## src/rtl/uart_pkg.sv

```systemverilog
// Shared definitions for the 8N1 serial link: receiver state encoding and
// frame geometry.
package uart_pkg;

  localparam int DATA_BITS      = 8;
  localparam int OVERSAMPLE_DEF = 16;

  typedef enum logic [2:0] {
    IDLE      = 3'd0,
    START     = 3'd1,
    DATA      = 3'd2,
    STOP      = 3'd3,
    WAIT_HIGH = 3'd4
  } state_t;

endpackage

```

## src/rtl/uart_rx_8n1_if.sv

```systemverilog
// Byte-level output side of the 8N1 receiver, plus its error flags.
interface uart_rx_8n1_if;

  // rxvalid rises with a new byte on rxbyte and holds, with rxbyte stable,
  // until a cycle where rxack=1; that cycle is the transfer. rxack is ignored
  // while rxvalid=0.
  logic [7:0] rxbyte;
  logic       rxvalid;
  logic       rxack;
  logic       overrun;
  logic       frame_err;

  modport master (
    output rxbyte,
    output rxvalid,
    output overrun,
    output frame_err,
    input  rxack
  );

  modport slave (
    input  rxbyte,
    input  rxvalid,
    input  overrun,
    input  frame_err,
    output rxack
  );

endinterface

```

## src/rtl/sync_2ff.sv

```systemverilog
// Two-flop synchroniser for an asynchronous single-bit input; the reset value
// is chosen per pin so the line's idle level is held through reset.
module sync_2ff #(
  parameter logic RESET_VAL = 1'b1
) (
  input  logic clk,
  input  logic rst_n,
  input  logic d,
  output logic q
);

  logic meta;

  always_ff @(posedge clk or negedge rst_n) begin
    if (!rst_n) begin
      meta <= RESET_VAL;
      q    <= RESET_VAL;
    end else begin
      meta <= d;
      q    <= meta;
    end
  end

endmodule

```

## src/rtl/uart_rx_8n1.sv

```systemverilog
// Receive-only 8N1 UART: oversampled start detection, mid-bit sampling, and a
// held valid/ack byte output with framing and overrun reporting.
module uart_rx_8n1
  import uart_pkg::*;
#(
  parameter int OVERSAMPLE = OVERSAMPLE_DEF
) (
  input  logic                 clk,
  input  logic                 rst_n,
  input  logic                 rx,
  output logic                 busy,
  output state_t               dbg_state,
  uart_rx_8n1_if.master        bus
);

  localparam int CW = $clog2(OVERSAMPLE);
  localparam logic [CW-1:0] CNT_HALF = CW'(OVERSAMPLE / 2 - 1);
  localparam logic [CW-1:0] CNT_LAST = CW'(OVERSAMPLE - 1);
  localparam logic [2:0]    IDX_LAST = 3'(DATA_BITS - 1);

  logic rx_s;

  sync_2ff #(.RESET_VAL(1'b1)) u_sync (
    .clk   (clk),
    .rst_n (rst_n),
    .d     (rx),
    .q     (rx_s)
  );

  state_t                 state, state_n;
  logic [CW-1:0]          cnt, cnt_n;
  logic [2:0]             idx, idx_n;
  logic [DATA_BITS-1:0]   shreg, shreg_n;
  logic [DATA_BITS-1:0]   rxbyte_q, rxbyte_n;
  logic                   rxvalid_q, rxvalid_n;
  logic                   overrun_q, overrun_n;
  logic                   frame_err_q, frame_err_n;
  logic                   byte_done;

  always_ff @(posedge clk or negedge rst_n) begin
    if (!rst_n) begin
      state       <= IDLE;
      cnt         <= '0;
      idx         <= '0;
      shreg       <= '0;
      rxbyte_q    <= '0;
      rxvalid_q   <= 1'b0;
      overrun_q   <= 1'b0;
      frame_err_q <= 1'b0;
    end else begin
      state       <= state_n;
      cnt         <= cnt_n;
      idx         <= idx_n;
      shreg       <= shreg_n;
      rxbyte_q    <= rxbyte_n;
      rxvalid_q   <= rxvalid_n;
      overrun_q   <= overrun_n;
      frame_err_q <= frame_err_n;
    end
  end

  always_comb begin
    state_n     = state;
    cnt_n       = cnt;
    idx_n       = idx;
    shreg_n     = shreg;
    rxbyte_n    = rxbyte_q;
    rxvalid_n   = rxvalid_q;
    overrun_n   = overrun_q;
    frame_err_n = 1'b0;
    byte_done   = 1'b0;

    if (rxvalid_q && bus.rxack) begin
      rxvalid_n = 1'b0;
      overrun_n = 1'b0;
    end

    case (state)
      IDLE: begin
        if (!rx_s) begin
          state_n = START;
          cnt_n   = '0;
        end
      end
      START: begin
        // Re-check the line half a bit in; a short low pulse is dropped silently.
        if (cnt == CNT_HALF) begin
          cnt_n = '0;
          idx_n = '0;
          if (!rx_s) state_n = DATA;
          else       state_n = IDLE;
        end else begin
          cnt_n = cnt + 1'b1;
        end
      end
      DATA: begin
        if (cnt == CNT_LAST) begin
          cnt_n   = '0;
          shreg_n = {rx_s, shreg[DATA_BITS-1:1]};
          idx_n   = idx + 3'd1;
          if (idx == IDX_LAST) state_n = STOP;
        end else begin
          cnt_n = cnt + 1'b1;
        end
      end
      STOP: begin
        if (cnt == CNT_LAST) begin
          cnt_n = '0;
          if (rx_s) begin
            state_n   = IDLE;
            byte_done = 1'b1;
          end else begin
            frame_err_n = 1'b1;
            state_n     = WAIT_HIGH;
          end
        end else begin
          cnt_n = cnt + 1'b1;
        end
      end
      WAIT_HIGH: begin
        // Hold off until the line returns high so a break reports only once.
        if (rx_s) state_n = IDLE;
      end
      default: state_n = IDLE;
    endcase

    // A completing byte takes the output register if it is free or being
    // acknowledged this cycle; otherwise it is dropped and overrun latches.
    if (byte_done) begin
      if (!rxvalid_q || bus.rxack) begin
        rxbyte_n  = shreg;
        rxvalid_n = 1'b1;
        overrun_n = overrun_q;
      end else begin
        overrun_n = 1'b1;
      end
    end
  end

  assign busy          = (state != IDLE);
  assign dbg_state     = state;
  assign bus.rxbyte    = rxbyte_q;
  assign bus.rxvalid   = rxvalid_q;
  assign bus.overrun   = overrun_q;
  assign bus.frame_err = frame_err_q;

endmodule

```

## src/flat_wrapper.sv

```systemverilog
// flat-port wrapper written by rule: the top's interface ports become plain ports
module uart_rx_8n1_flat import uart_pkg::*;
#(
  parameter int OVERSAMPLE = OVERSAMPLE_DEF
)
  (clk, rst_n, rx, busy, dbg_state, bus_rxbyte, bus_rxvalid, bus_overrun, bus_frame_err, bus_rxack);
  uart_rx_8n1_if bus_i ();
  input  logic clk;
  input  logic rst_n;
  input  logic rx;
  output logic busy;
  output state_t dbg_state;
  output wire logic [$bits(bus_i.rxbyte)-1:0] bus_rxbyte;
  output wire logic [$bits(bus_i.rxvalid)-1:0] bus_rxvalid;
  output wire logic [$bits(bus_i.overrun)-1:0] bus_overrun;
  output wire logic [$bits(bus_i.frame_err)-1:0] bus_frame_err;
  input wire logic [$bits(bus_i.rxack)-1:0] bus_rxack;
  assign bus_rxbyte = bus_i.rxbyte;
  assign bus_rxvalid = bus_i.rxvalid;
  assign bus_overrun = bus_i.overrun;
  assign bus_frame_err = bus_i.frame_err;
  assign bus_i.rxack = bus_rxack;
  uart_rx_8n1 #(.OVERSAMPLE(OVERSAMPLE)) u_core (.clk(clk), .rst_n(rst_n), .rx(rx), .busy(busy), .dbg_state(dbg_state), .bus(bus_i));
endmodule
```

## config.mk

```make
export PLATFORM = sky130hd
export DESIGN_NAME = uart_rx_8n1_flat
export DESIGN_NICKNAME = d
export VERILOG_FILES = /design/src/rtl/uart_pkg.sv /design/src/rtl/uart_rx_8n1_if.sv /design/src/rtl/sync_2ff.sv /design/src/rtl/uart_rx_8n1.sv /design/src/flat_wrapper.sv
export SDC_FILE = /design/constraint.sdc
export NUM_CORES = 1
export LEC_CHECK = 0
export ABC_CLOCK_PERIOD_IN_PS = 1700
export CORE_MARGIN = 2
export CORE_UTILIZATION = 48
export DETAILED_ROUTE_END_ITERATION = 12
export PLACE_DENSITY = 0.74
export SLEW_MARGIN = 20
export SYNTH_ARGS = -nofsm -noshare
export SYNTH_HDL_FRONTEND = slang
export SYNTH_SLANG_ARGS = --single-unit
```

## constraint.sdc

```tcl
create_clock -name clk -period 1.7 [get_ports clk]
set_clock_uncertainty 0.2 [all_clocks]
set_input_delay 0.51 -clock clk [delete_from_list [all_inputs] [get_ports clk]]
set_output_delay 0.51 -clock clk [all_outputs]
set_load 0.02 [all_outputs]
```

Run 1, routing congestion map:
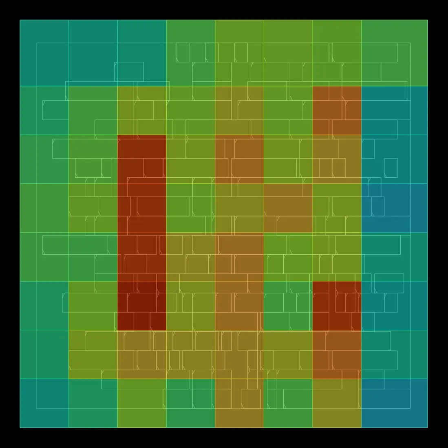
post-layout util: 0.704
Tot GR Track Use: 0.192
GR Util met2: 0.294

Run 1, sequential cells grouped by signal name:
Scale: 4 px per um. Other sequential cells in the stronger grey, the rest of the logic in the fainter grey.
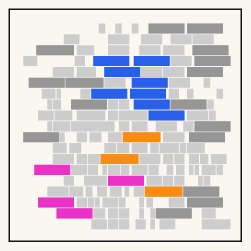
legend:
  `u_core.shreg`:
    colour: blue
    sequential_cells: 8
  `u_core.cnt`:
    colour: magenta
    sequential_cells: 4
    where: lower left
  `u_core.dbg_state`:
    colour: orange
    sequential_cells: 3
not coloured: 16
Reg area: 782 um2
sequential power: 0.920 mW
flop share of the area: 0.406

Run 1, pin placement:
Scale: 8 px per um. Pins as bars across the die edge, other pins in grey.
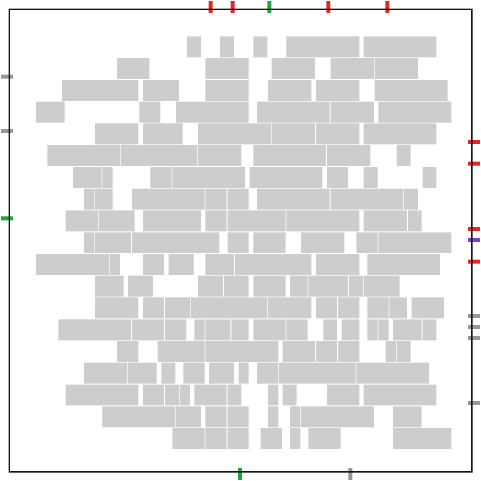
legend:
  `busy`:
    colour: purple
    pins: 1
    direction: output
    edge: right
  `dbg_state`:
    colour: green
    pins: 3
    direction: output
    edge: 1 left, 1 top, 1 bottom
  `bus_rxbyte`:
    colour: red
    pins: 8
    direction: output
    edge: 4 right, 4 top
all pins by edge: 9 right, 5 top, 3 left, 2 bottom

==> results.cfg, run 1 <==
; physical design summary
[status]
status = finished, violations left
failed_checks = setup timing

[placement]
placed_area_um2 = 1750
port_buffers = 18

[yosys]
ys.flop_type = dfrtp_1
synthArstFlopShare = 1.00
synth_flops = 31
ys_sh_adder = 0.0272
xor_area_frac = 0.0127
ys_area_um2 = 1380
yosysUniqueCellTypes = 34

[setup_path]
required_ns = 0.99
cpPeakStageDelay_ns = 0.42
rr_startpoint = u_core.dbg_state[2]$_DFFE_PN0P_
crit_type = register to output port
rr_worst_depth = 5
endpoint = busy

[timing]
slew_headroom = 0.750
fmax_ghz = 0.504
fin_ws_ns = -0.282
maxSlewViolCount = 0
setup_viol_count_final = 23
min_period_ns = 1.98

[routing]
antenna_left = 0

[power]
power_clock_mw = 0.601
power_frac_comb = 0.397
p_int_mw = 1.74

[hold_path]
hold_class = register to register

[clock_tree]
cts_setup_buffers = 4
cts_sinks = 31
cts_resized = 81
clockRootBuffer = clkbuf_4

[global_route]
grt_pass1_wl_um = 4690
grt-ovfl-total = 0

[layout]
fin_cells = 180

[job]
cap_viol_max_count = 0
warnings = 29
==> run 1: how the worst min path moves through the flow <==
| stage | from | endpoint | slack [ns] | cells after the start |
|---|---|---|---|---|
| finish | u_core.u_sync.meta$_DFF_PN1_ | u_core.u_sync.q$_DFF_PN1_ | 0.17 | 0 |
| global route | u_core.u_sync.meta$_DFF_PN1_ | u_core.u_sync.q$_DFF_PN1_ | 0.17 | 0 |
| CTS | u_core.u_sync.meta$_DFF_PN1_ | u_core.u_sync.q$_DFF_PN1_ | 0.16 | 0 |
| detailed placement | u_core.u_sync.meta$_DFF_PN1_ | u_core.u_sync.q$_DFF_PN1_ | 0.15 | 0 |
| global placement | u_core.u_sync.meta$_DFF_PN1_ | u_core.u_sync.q$_DFF_PN1_ | 0.15 | 0 |
| floorplan | rst_n | u_core.bus.frame_err$_DFF_PN0_ | 0.01 | 0 |
==> run 1: layer usage <==
| metal | GRT usage | vias up | routed length (um) |
|---|---|---|---|
| met2 | 0.294 | 21 | 1500 |
| li1 | - | 460 | - |
| met3 | 0.0513 | 5 | 120 |
| met5 | 0 | - | 0 |
| met4 | 0.0797 | 0 | 45 |
| met1 | 0.261 | 510 | 1350 |
==> run 1: cell type report <==
| type | instances | area [um2] |
|---|---|---|
| well taps | 31 | 38.8 |
| inverters | 4 | 15.0 |
| flip-flops and latches | 31 | 782 |
| clock inverters | 2 | 35.0 |
| fillers | 178 | 810 |
| repair buffers | 41 | 347 |
| clock buffers | 6 | 51.3 |
| multi-input cells | 65 | 656 |
==> run 1: cell usage after synthesis, drive strengths merged, types with 2 or more instances <==
library cell and number:
nand2 7, dfstp 2, dfrtp 29, nor2b 2, and4b 2, mux2 17, nor2 4, a21oi 3
o21bai 2, ha 3, buf 5, o2bb2ai 2, and2 2, a311oi 2, nor3b 2, mux2i 3
inv 4
Run 1, zoomed window:
Window x 16 to 41, y 5 to 30 um. Cells in grey, sequential cells in the stronger grey; small squares are vias.
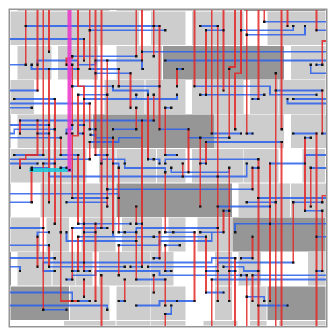

## Run 2: what changed since run 1
--- a/config.mk
+++ b/config.mk
@@ -9,6 +9,7 @@
 export CORE_MARGIN = 2
 export CORE_UTILIZATION = 48
 export DETAILED_ROUTE_END_ITERATION = 12
+export GPL_TIMING_DRIVEN = 0
 export PLACE_DENSITY = 0.74
 export SLEW_MARGIN = 20
 export SYNTH_ARGS = -nofsm -noshare
Run 2, zoomed window:
Window x 16 to 41, y 5 to 30 um. Cells in grey, sequential cells in the stronger grey; small squares are vias.
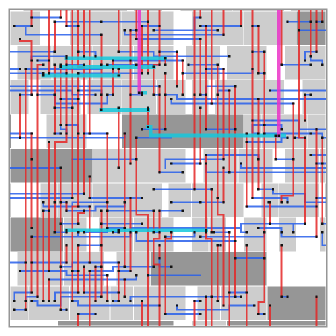
legend:
  metal 4:
    colour: magenta
  metal 2:
    colour: red
  metal 3:
    colour: cyan
  metal 1:
    colour: blue
cells with their middle in the window: 55
netlist names of flops here include: `u_core.cnt` (2)
sequential cells in the window: 4
most frequent: buf_6 (5), buf_4 (5)

==> run 2 against run 1 <==
Against the previous run: the run still ends with setup timing left; setup slack worse by 0.14 ns; flip-flop count unchanged; clock power down 1%; total power up 1.5%; die area unchanged; largest power group unchanged; routed wire length down 2.3%; synthesized cell count unchanged; final cell count down 0.56%; global-route usage down 0.76 points.
==> results.cfg, run 2 <==
; physical design summary
[status]
status = finished, violations left
failed_checks = setup timing

[power]
power_frac_comb = 0.403

[hold_path]
hold_class = primary input to async pin

[yosys]
synthArstFlopShare = 1.00
synthTopCellsByCount = dfrtp_1 (29), mux2_1 (16), nand2_1 (7)
yosysUniqueCellTypes = 34
synth_flops = 31
top_cell = dfrtp_1

[timing]
maxSlewViolCount = 0
min_period_ns = 2.12
fin_ws_ns = -0.423
slew_headroom = 0.551
setup_viol_count_final = 23

[setup_path]
endpoint = busy
required_ns = 0.99
rr_worst_depth = 7
rr_startpoint = u_core.dbg_state[0]$_DFFE_PN0P_

[global_route]
grt-ovfl-total = 0
grt_use_met1 = 0.249
grt_usage = 0.184
grt_pass1_wl_um = 4520
use_met3 = 0.0469
grt_busiest_layer = met2

[clock_tree]
clockRootBuffer = clkbuf_4
cts_sinks = 31

[job]
cap_viol_max_count = 0
warnings = 29

[layout]
utilization = 0.692

[routing]
wl_met1_um = 1310
highest_layer = met4
[run 2: cell counts after synthesis]
Identical to the previous run, type by type.
[run 2: layout make-up]
type	instances	area [um2]
fill	197	841
multi-input combinational	65	631
clock inverter	2	35.0
clock buffer	6	51.3
buffer	6	71.3
sequential	31	782
tap	31	38.8
timing repair buffer	34	269
inverter	4	15.0
[run 2: cells by family (layout without fill, tap and decap cells)]
| group | after synthesis | in the layout | synth area share |
|---|---|---|---|
| AOI/OAI and AO/OA | 16 | 16 | 0.0960 |
| xor gates and xnor gates | 2 | 2 | 0.0127 |
| adders and majority gates | 3 | 3 | 0.0272 |
| buffers and inverters | 10 | 52 | 0.0362 |
| DFF | 31 | 31 | 0.563 |
| muxes | 20 | 20 | 0.163 |
| and+or+nand+nor | 24 | 24 | 0.101 |
[run 2: stage by stage]
stage / std cells / cell area, um2 / power, mW
global placement: 155 / 1650 / 1.59
floorplan: 106 / 1440 / 1.42
detailed placement: 155 / 1650 / 1.62
global route: 179 / 1890 / 2.70
finish: 179 / 1890 / 2.56
CTS: 176 / 1880 / 2.43
[run 2: worst reg2reg max path, cell delays in order, from the launching register on]
cell,delay (ns)
dfrtp_2,0.44
buf_6,0.13
buf_6,0.11
buf_6,0.11
buf_6,0.11
nand3b_1,0.19
a211oi_4,0.35
mux2_4,0.33
[run 2: power by group through the flow]
stage	combinational, mW	sequential, mW	clock, mW
2_1_floorplan	0.467	0.958	0
3_3_place_gp	0.648	0.938	0
3_5_place_dp	0.670	0.946	0
4_1_cts	0.907	0.917	0.608
5_1_grt	1.11	0.945	0.649
6_report	1.03	0.933	0.595
[run 2: repair_timing]
item                       in CTS  in global routing
pin swaps                       1                  5
hold endpoints to repair        0                  0
setup buffers                  13                  4
gates resized                  76                 16
setup endpoints to repair      34                 34
## Run 3: what changed since run 2
--- a/config.mk
+++ b/config.mk
@@ -6,6 +6,7 @@
 export NUM_CORES = 1
 export LEC_CHECK = 0
 export ABC_CLOCK_PERIOD_IN_PS = 1700
+export CAP_MARGIN = 20
 export CORE_MARGIN = 2
 export CORE_UTILIZATION = 48
 export DETAILED_ROUTE_END_ITERATION = 12
Run 3, zoomed window:
Window x 16 to 41, y 5 to 30 um. Cells in grey, sequential cells in the stronger grey; small squares are vias.
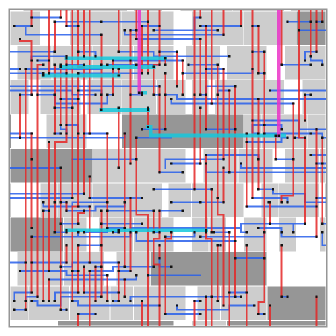
legend:
  metal 1:
    colour: blue
  metal 3:
    colour: cyan
  metal 4:
    colour: magenta
  metal 2:
    colour: red
most frequent: buf_6 (5), buf_4 (5)
netlist names of flops here include: `u_core.cnt` (2)
cells with their middle in the window: 55
sequential cells in the window: 4

==> run 3 against run 2 <==
Against the previous run: the flow still finishes with violations (setup timing); area after synthesis stayed put; sequential power hardly changed; via count stayed put; die area stayed put; sequential share of layout area stayed put; register-to-register slack hardly changed; fmax stayed put; hold slack stayed put; global-route usage stayed put.
==> results.cfg, run 3 <==
; physical design summary
[status]
status = finished, violations left
failed_checks = setup timing

[timing]
setup_viol_count_final = 23
maxSlewViolCount = 0
min_period_ns = 2.12
fin_ws_ns = -0.423

[setup_path]
rr_worst_depth = 7
required_ns = 0.99
rr_startpoint = u_core.dbg_state[0]$_DFFE_PN0P_
endpoint = busy

[job]
cap_viol_max_count = 0
warnings = 29

[global_route]
grt-ovfl-total = 0
grt_busiest_layer = met2
use_met3 = 0.0469
grt_use_met1 = 0.249

[yosys]
top_cell = dfrtp_1
synth_flops = 31
yosysUniqueCellTypes = 34
synthTopCellsByCount = dfrtp_1 (29), mux2_1 (16), nand2_1 (7)

[layout]
fillers = 197

[clock_tree]
clockRootBuffer = clkbuf_4
cts_sinks = 31
==> run 3: routing by layer <==
layer  vias to the layer above  part of all wire
li1                        459                 -
met1                       479              0.44
met2                        26              0.50
met3                         4             0.045
met4                         0             0.014
met5                         -                 0
==> run 3: logic make-up after synthesis <==
kind of cell,share of synthesized area
AOI/OAI and AO/OA,0.0960
xor gates and xnor gates,0.0127
adders and majority gates,0.0272
buffers and inverters,0.0362
DFF,0.563
muxes,0.163
and+or+nand+nor,0.101
==> run 3: per-stage QoR <==
| stage | cell area [um2] | TNS [ns] | std cells | total power [mW] | util |
|---|---|---|---|---|---|
| 6_report | 1890 | -5.51 | 179 | 2.56 | 0.692 |
| 5_1_grt | 1890 | -6.57 | 179 | 2.70 | 0.692 |
| 4_1_cts | 1880 | -4.63 | 176 | 2.43 | 0.689 |
| 3_5_place_dp | 1650 | -4.93 | 155 | 1.62 | 0.603 |
| 3_3_place_gp | 1650 | -22.79 | 155 | 1.59 | 0.605 |
| 2_1_floorplan | 1440 | -0.364 | 106 | 1.42 | - |
==> run 3: layout make-up <==
type	count	area, um2	area share
flip-flops and latches	31	782	0.413
multi-input cells	65	631	0.333
repair buffers	34	269	0.142
plain buffers	6	71.3	0.0377
clock buffers	6	51.3	0.0271
well taps	31	38.8	0.0205
clock inverters	2	35.0	0.0185
inverters	4	15.0	0.00793
==> run 3: repair_timing <==
item,CTS,global route
resized,76,16
buffers inserted,13,4
endpoints found under the setup margin,34,34
pin swaps,1,5
==> run 3: power by group through the flow <==
stage	logic (mW)	registers, mW	clock network (mW)
after CTS	0.907	0.917	0.608
after global routing	1.11	0.945	0.649
after floorplan	0.467	0.958	0
after global placement	0.648	0.938	0
final	1.03	0.933	0.595
after detailed placement	0.670	0.946	0
Power and IR drop assume default switching activity.
